<file path="config.mk">
export PLATFORM = sky130hd
export DESIGN_NAME = my_test_ahb_reg_arbiter
export DESIGN_NICKNAME = d
export VERILOG_FILES = /design/src/rtl/my_test_ahb_reg_arbiter.sv
export SDC_FILE = /design/constraint.sdc
export NUM_CORES = 1
export LEC_CHECK = 0
export ABC_AREA = 1
export CORE_UTILIZATION = 47
export DETAILED_ROUTE_END_ITERATION = 12
export PLACE_DENSITY = 0.95
export SYNTH_ARGS = -nofsm -noshare
export SYNTH_HDL_FRONTEND = slang
export SYNTH_SLANG_ARGS = --single-unit
export TNS_END_PERCENT = 20
</file>
<file path="constraint.sdc">
create_clock -name RegClk -period 3.6 [get_ports RegClk]
set_clock_uncertainty 0.2 [all_clocks]
set_input_delay 0.72 -clock RegClk [delete_from_list [all_inputs] [get_ports RegClk]]
set_output_delay 0.72 -clock RegClk [all_outputs]
set_load 0.03 [all_outputs]
</file>
<file path="src/rtl/my_test_ahb_reg_arbiter.sv">
// -----------------------------------------------------------------------------
// my_test_ahb_reg_arbiter
//
// Purpose:
//   Shares one AHB-lite register-block slave port between two requesters.
//   Arbitration is round-robin. Only one non-pipelined single transfer is in
//   flight at a time, and the response goes back to the requester that won.
//
// Handshake:
//   req[i] is a level. Once raised it stays high until req_ack[i] pulses. The
//   pulse is combinational, in the cycle where the request is consumed.
//   Requests are sampled only in IDLE. A request dropped before its ack is
//   ignored. A request still held after its ack starts a new transfer at the
//   next IDLE. rsp_valid[i] is a single-cycle pulse, and rsp_rdata/rsp_err
//   are meaningful during that pulse. There is no back-pressure on the
//   response.
//
// Ports:
//   RegClk, RegResetN      clock and asynchronous active-low reset
//   req/req_write          per-requester request level and direction (1=write)
//   req_addr/req_wdata     packed per-requester address and write data
//   req_ack                one-hot pulse: request consumed this cycle
//   rsp_valid              one-hot pulse: response for that requester
//   rsp_rdata/rsp_err      read data (0 for writes) and error flag
//   hsel..hwdata           AHB-lite master outputs (all registered)
//   hrdata/hresp/hready    AHB-lite slave response
//   dbg_state              current FSM state (IDLE=0, ADDR=1, DATA=2, RESP=3)
// -----------------------------------------------------------------------------
module my_test_ahb_reg_arbiter #(
  parameter int ADDR_WIDTH = 8
) (
  input  logic                    RegClk,
  input  logic                    RegResetN,
  input  logic [1:0]              req,
  input  logic [1:0]              req_write,
  input  logic [2*ADDR_WIDTH-1:0] req_addr,
  input  logic [63:0]             req_wdata,
  output logic [1:0]              req_ack,
  output logic [1:0]              rsp_valid,
  output logic [31:0]             rsp_rdata,
  output logic                    rsp_err,
  output logic                    hsel,
  output logic                    hwrite,
  output logic [1:0]              htrans,
  output logic [2:0]              hsize,
  output logic [2:0]              hburst,
  output logic [ADDR_WIDTH-1:0]   haddr,
  output logic [31:0]             hwdata,
  input  logic [31:0]             hrdata,
  input  logic [1:0]              hresp,
  input  logic                    hready,
  output logic [1:0]              dbg_state
);

  typedef enum logic [1:0] {
    S_IDLE = 2'd0,
    S_ADDR = 2'd1,
    S_DATA = 2'd2,
    S_RESP = 2'd3
  } state_t;

  state_t r_state;
  state_t w_next;

  logic                  r_last_gnt;
  logic                  r_gnt;
  logic                  r_write;
  logic [31:0]           r_wdata;

  logic                  w_winner;
  logic [1:0]            w_ack;
  logic [ADDR_WIDTH-1:0] w_sel_addr;
  logic [31:0]           w_sel_wdata;

  // State register
  always_ff @(posedge RegClk or negedge RegResetN) begin
    if (!RegResetN) begin
      r_state <= S_IDLE;
    end else begin
      r_state <= w_next;
    end
  end

  // Next state and arbitration. On a tie the grant goes to the requester
  // that did not win last time. A sole requester wins regardless of history.
  always_comb begin
    w_next   = r_state;
    w_winner = 1'b0;
    w_ack    = 2'b00;
    case (r_state)
      S_IDLE: begin
        if (req != 2'b00) begin
          w_winner = (req == 2'b11) ? ~r_last_gnt : req[1];
          w_ack    = w_winner ? 2'b10 : 2'b01;
          w_next   = S_ADDR;
        end
      end
      S_ADDR:  w_next = S_DATA;
      S_DATA:  if (hready) w_next = S_RESP;
      S_RESP:  w_next = S_IDLE;
      default: w_next = S_IDLE;
    endcase
  end

  assign w_sel_addr  = w_winner ? req_addr[2*ADDR_WIDTH-1:ADDR_WIDTH]
                                : req_addr[ADDR_WIDTH-1:0];
  assign w_sel_wdata = w_winner ? req_wdata[63:32] : req_wdata[31:0];

  // Registered datapath. Every AHB and response output is updated on the
  // transition into the state where it must be visible, so it comes
  // straight from a flop.
  always_ff @(posedge RegClk or negedge RegResetN) begin
    if (!RegResetN) begin
      r_last_gnt <= 1'b1;
      r_gnt      <= 1'b0;
      r_write    <= 1'b0;
      r_wdata    <= 32'h0;
      rsp_valid  <= 2'b00;
      rsp_rdata  <= 32'h0;
      rsp_err    <= 1'b0;
      hsel       <= 1'b0;
      hwrite     <= 1'b0;
      htrans     <= 2'b00;
      haddr      <= '0;
      hwdata     <= 32'h0;
    end else begin
      case (r_state)
        S_IDLE: begin
          if (w_ack != 2'b00) begin
            r_gnt      <= w_winner;
            r_last_gnt <= w_winner;
            r_write    <= req_write[w_winner];
            r_wdata    <= w_sel_wdata;
            hsel       <= 1'b1;
            htrans     <= 2'b10;
            hwrite     <= req_write[w_winner];
            haddr      <= w_sel_addr;
          end
        end
        S_ADDR: begin
          hsel   <= 1'b0;
          htrans <= 2'b00;
          hwdata <= r_write ? r_wdata : 32'h0;
        end
        S_DATA: begin
          // hwdata and haddr stay put while the slave stalls.
          if (hready) begin
            rsp_rdata <= r_write ? 32'h0 : hrdata;
            rsp_err   <= (hresp == 2'b01);
            rsp_valid <= r_gnt ? 2'b10 : 2'b01;
            hwdata    <= 32'h0;
          end
        end
        S_RESP: begin
          rsp_valid <= 2'b00;
        end
        default: begin
          rsp_valid <= 2'b00;
        end
      endcase
    end
  end

  assign req_ack   = w_ack;
  assign hsize     = 3'b010;
  assign hburst    = 3'b000;
  assign dbg_state = r_state;

endmodule

</file>
Figure 1. Routing congestion (run 1).
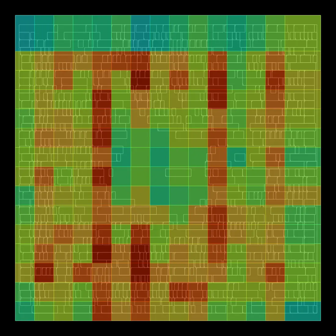
GRT Util Overall: 25.6%
Wirelength per Cell: 14.5 microns
routing usage on met1: 31.1%
final core utilization: 72.4%

Figure 2. Cell sizes after repair (run 1).
(3 px per micron)
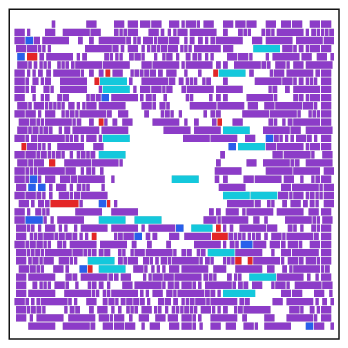
cyan -> x6 and larger  # cells 19, most used clkbuf_16
red -> x2  # cells 16, most used clkinv_2
purple -> x1 and smaller  # cells 837
blue -> x3 and x4  # cells 15, most used buf_4
non-clock buffer count: 211
Syn-to-layout area delta: 47.3%

==> out/metrics.yaml, run 1 <==
detailed_routing:
  drt.antenna.violating_nets: 0
  dr_wl_met3_microns: 1480
  drt_iter0_drc: 344
  vias_per_cell: 5.05
  detail_route.first_pass.iterations: 5
  vias: 5188
  route.detailed.drc: 0
  top_layer: "met4"
  wl_met2_microns: 7220
  wirelength_microns: 14900
  met1_length_microns: 5950
clocking:
  cts_sinks: 113
  cts_tree: "done"
  insertion_delay_ps: 400
  clockBufferDepth: 2
  cts_resized: 0
  clkTransAtPathRegs_ps: 50
  cts_hold_buf: 0
  cts_buffers: 17
  htreeDepth: 4
  postCtsSetupBuffers: 0
  clockRootBuffer: "clkbuf_16"
placement:
  placed_area_sq_um: 7460
  portBuffers: 202
  dp.cells: 996
  place_ws_ps: 461
  routabilityCongestion: 0.786
  place_hpwl_microns: 10200
cells_and_area:
  nFillCells: 840
  layout-drive-gt1-share_pct: 5.64
  n_antenna_cell: 0
  final_cells: 1027
  comb_area_sq_um: 1890
  layout.nets: 1001
  fin_area_sq_um: 7990
  layout_top_cells: "nand2_1 (199), clkdlybuf4s50_1 (199), inv_1 (125)"
die:
  initial_utilization_pct: 49.2
  core_sq_um: 11000
  die-area_sq_um: 12000
  ios: 210
  die_y_microns: 109
run:
  warnings: 30
  maxCapViolations: 0
power:
  p_int_uw: 3850
  sw_frac_of_total_pct: 41.7
  power.leakage_uw: 0.00407
  combPwrFrac_pct: 45.7
  power.share.sequential_pct: 31.7
  power.clock.fraction_pct: 22.6
  power.switching_uw: 2760
  p_per_area_nw_per_um2: 828
  peakVddDrop_mv: 0.525
final_timing:
  max_freq_ghz: 0.319
  finalClockPeriodUsage_pct: 87.0
  whs_ps: 118
  finalHoldViolCount: 0
  finalSetupViolCount: 0
  rsz0062_at_grt: "false"
  slew_headroom_pct: 23.5
  worst_pin_slew_ps: 1140
  setup_ws_ps: 469
  tns_ps: 0
  finalMaxSlewViolations: 0
  post-route-min-period_ps: 3130
synth:
  ys_cells: 694
  avgSynthCellArea_sq_um: 7.82
  synth_area_sq_um: 5430
  syn_inst: 694
  ys.flops: 113
  ys_types: 22
  yosysWarnings: 0
  yosys-stat-area_sq_um: 5430
  seq_area_frac_synth_pct: 52.1
critical_path:
  start_kind: "input port"
  crit_required_ps: 2680
  end_kind: "output pin"
  worstSetupPathType: "in -> out"
  critPathArrivalTime_ps: 2210
  critPathMaxFanout: 3
global_routing:
  grt_pass1_wl_microns: 23400
  antenna_found_initial: 0
  grt_overflow_total: 0
  grt_max_degree: 69
  grt_pass1_vias: 4914
run_status:
  status: "complete, no violations"
hold_path:
  hold_class: "in -> async"
Figure 3. Placement by cell class (run 1).
(3 px per micron) Fill, decap, tap and diode cells in grey.
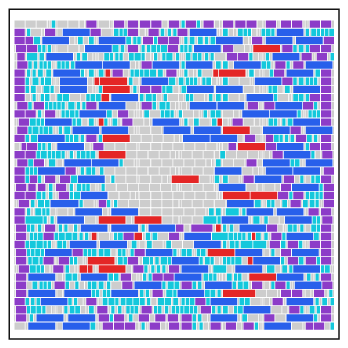
blue -> registers  # cells 113, share of their area 36%
purple -> remaining buffers and delay cells  # cells 211, share of their area 27%
red -> clock drivers and dummy loads  # cells 31, share of their area 6.7%
cyan -> remaining logic cells  # cells 532, share of their area 30%

[run 1: critical path, stage by stage]
cell and delay [ps]:
clkdlybuf4s50_1 580, nand2_2 80, a21oi_1 140, clkdlybuf4s50_1 690
[run 1: registers in the layout, indices dropped and copies added (netlist names), 2 cells and up]
| register | count |
|---|---|
| rsp_valid | 2 |
| dbg_state | 2 |
| rsp_rdata | 32 |
| r_wdata | 32 |
| hwdata | 32 |
| haddr | 8 |
[run 1: logic make-up (layout without fill, tap and decap cells)]
kind of cell	count (synthesis)	count (layout)	synth area share [%]
AOI/OAI and AO/OA	72	72	6.90
adders and majority gates	5	5	1.15
buffers and inverters	180	368	13.5
and+or+nand+nor	322	322	26.2
other	2	7	0.138
DFF	113	113	52.1
[run 1: power groups by stage]
stage	combinational, uW	sequential, uW	clock (uW)
after floorplan	1240	2690	0
after global placement	2950	2080	0
after detailed placement	3030	2110	0
after CTS	3050	2100	1510
after global routing	3310	2150	1590
final	3020	2100	1490
[run 1: metrics by stage]
step / util [%] / power (uW)
after floorplan: - / 3940
after global placement: 67.6 / 5040
after detailed placement: 67.6 / 5130
after CTS: 72.4 / 6650
after global routing: 72.4 / 7050
final: 72.4 / 6610
[run 1: final cells by class]
type | instances | area share (%)
Tap cell | 140 | 2.19
Timing Repair Buffer | 211 | 26.2
Clock buffer | 18 | 5.37
Clock inverter | 13 | 1.22
Sequential cell | 113 | 35.4
Multi-Input combinational cell | 406 | 23.7
Inverter | 126 | 5.92
[run 1: worst paths after layout]
check,from,to,slack [ps],depth (start not counted)
max in group asynchronous,RegResetN,hwdata[14],2290,2
min in group RegClk,r_wdata[14],r_wdata[14],280,2
hold / removal,RegResetN,rsp_rdata[21],120,1
setup reg to reg,dbg_state[0],hwdata[24],1060,5
setup / recovery,req[0],req_ack[0],470,4
hold reg to reg,r_wdata[14],r_wdata[14],280,2
[run 1: cells in the mapped netlist]
library cell,number,area [sq um]
nand2_1,200,751
inv_1,125,469
dfrtp_1,112,2800
nand3_1,75,375
o21ai_0,68,340
nand4_1,41,257
clkbuf_1,21,78.8
buf_2,18,90.1
buf_4,9,67.6
buf_1,6,22.5
ha_1,5,62.6
conb_1,2,7.51
nor2_1,2,7.51
o22ai_1,2,12.5
a21oi_1,1,5.00
dfstp_2,1,26.3
inv_2,1,3.75
nand2_2,1,6.26
nand3_2,1,10.0
nand3b_1,1,7.51
o21ai_4,1,16.3
or2_2,1,6.26
[run 1: layer usage]
layer	global-route usage, %	vias to the layer above
met5	0	-
met4	9.62	0
met3	6.94	23
met2	43.4	241
met1	31.1	2410
li1	-	2514
==> run 2, diff against run 1 <==
--- a/config.mk
+++ b/config.mk
@@ -6,6 +6,7 @@
 export NUM_CORES = 1
 export LEC_CHECK = 0
 export ABC_AREA = 1
+export ABC_CLOCK_PERIOD_IN_PS = 3600
 export CORE_UTILIZATION = 47
 export DETAILED_ROUTE_END_ITERATION = 12
 export PLACE_DENSITY = 0.95
Figure 4. Cell sizes after repair (run 2).
(3 px per micron)
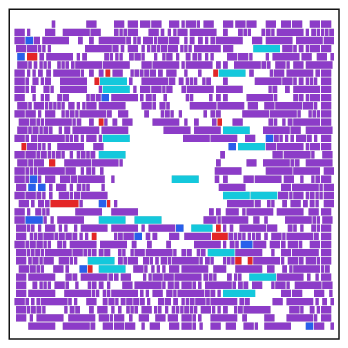
final worst slack: 469 ps
post-route cell area: 7990 sq um

==> run 2 against run 1 <==
Against the previous run: routed wire length stayed put; global-route usage stayed put; register-to-register slack hardly changed; non-clock buffer count stayed put; power stayed put; sequential power hardly changed; sequential cell count stayed put; sequential share of layout area stayed put; critical path depth stayed put; largest power group unchanged; highest routed layer unchanged.
==> out/metrics.yaml, run 2 <==
synth:
  ys.flops: 113
  synth.most_common_cell: "nand2_1"
  seq_area_frac_synth_pct: 52.1
  ys_cells: 694
  edf_count: 0
  yosysWarnings: 0
  yosysTopAreaCellShare_pct: 51.7
  avgSynthCellArea_sq_um: 7.82
  flop_cell: "dfrtp_1"
  synth_area_sq_um: 5430
  area_leaders: "dfrtp_1 (52%), nand2_1 (14%), inv_1 (8.6%)"
  yosysTopAreaCell: "dfrtp_1"
  ys_types: 22
  syn_inst: 694
  yosys-stat-area_sq_um: 5430
clocking:
  postCtsSetupBuffers: 0
  cts_tree: "done"
  cts_buffers: 17
  clockRootBuffer: "clkbuf_16"
  cts_hold_buf: 0
detailed_routing:
  vias_per_cell: 5.05
  drt.antenna.violating_nets: 0
  detail_route.first_pass.iterations: 5
  drt-wirelength-per-cell_microns: 14.5
  vias: 5188
critical_path:
  start_kind: "input port"
  critPathMaxFanout: 3
  worstSetupPathType: "in -> out"
  r2r_slack_ps: 1060
  r2r_start: "dbg_state[0]"
  rr_worst_depth: 5
  end_kind: "output pin"
  critPathArrivalTime_ps: 2210
global_routing:
  grt_pass1_wl_microns: 23400
  antenna_found_initial: 0
  grt_pass1_vias: 4914
  track_usage_pct: 25.6
  grt_overflow_total: 0
  grt_max_degree: 69
final_timing:
  finalClockPeriodUsage_pct: 87.0
  whs_ps: 118
  finalSetupViolCount: 0
  rsz0062_at_grt: "false"
  finalHoldViolCount: 0
  worst_pin_slew_ps: 1140
cells_and_area:
  final_cells: 1027
  n_antenna_cell: 0
  top_regs: "hwdata: 32 flops, r_wdata: 32 flops, rsp_rdata: 32 flops"
placement:
  routabilityCongestion: 0.786
  place_hpwl_microns: 10200
  dp.cells: 996
  portBuffers: 202
die:
  core_sq_um: 11000
  die_y_microns: 109
  ios: 210
  die-area_sq_um: 12000
power:
  power_uw: 6610
  power.leakage_uw: 0.00407
hold_path:
  hold_class: "in -> async"
run:
  warnings: 30
run_status:
  status: "complete, no violations"
## run 2: cell counts in the layout (fill, tap and decap cells not counted)
No cell type changed its count.
## run 2: cells by family after synthesis
group,Yosys count,synth area share (%)
buffers and inverters,180,13.5
AND/OR/NAND/NOR,322,26.2
AND-OR/OR-AND,72,6.90
other,2,0.138
flip-flops,113,52.1
adder cells (fa/ha/maj),5,1.15
## run 2: per-stage QoR
step                      cell area [sq um]  util [%]
after floorplan                        5440         -
after global placement                 7460      67.6
after detailed placement               7460      67.6
after CTS                              7990      72.4
after global routing                   7990      72.4
final                                  7990      72.4
## run 2: area by class of cell
type                       count  area, sq um
clock inverter                13         97.6
inverter                     126          473
sequential                   113         2830
tap                          140          175
multi-input combinational    406         1890
timing repair buffer         211         2090
fill                         840         3040
clock buffer                  18          429
## run 2: worst max path at each step
stage	startpoint	to	slack (ps)	cells after the start
after detailed placement	req[0]	req_ack[0]	460	4
after global routing	req[0]	req_ack[0]	370	4
after CTS	req[0]	req_ack[0]	470	4
after floorplan	dbg_state[0]	req_ack[0]	950	6
after global placement	req[0]	req_ack[0]	480	4
final	req[0]	req_ack[0]	470	4
## run 2: layer usage
layer	GRT usage (%)	share of wire, %	routed length, microns
met5	0	0	0
met2	43.4	48	7220
met1	31.1	40	5950
met4	9.62	1.8	268
met3	6.94	9.9	1480
## run 2: power by group
| part | leakage, uW | total, uW | switching, uW | internal [uW] |
|---|---|---|---|---|
| combinational | 0.00235 | 3020 | 1890 | 1130 |
| clock | 0.000260 | 1490 | 566 | 929 |
| sequential | 0.00145 | 2100 | 301 | 1800 |
## run 2: worst max-delay path, cell delays in order
cell and delay [ps]:
clkdlybuf4s50_1 580, nand2_2 80, a21oi_1 140, clkdlybuf4s50_1 690
Power figures rest on the tool's default switching activity, not on a simulated workload.
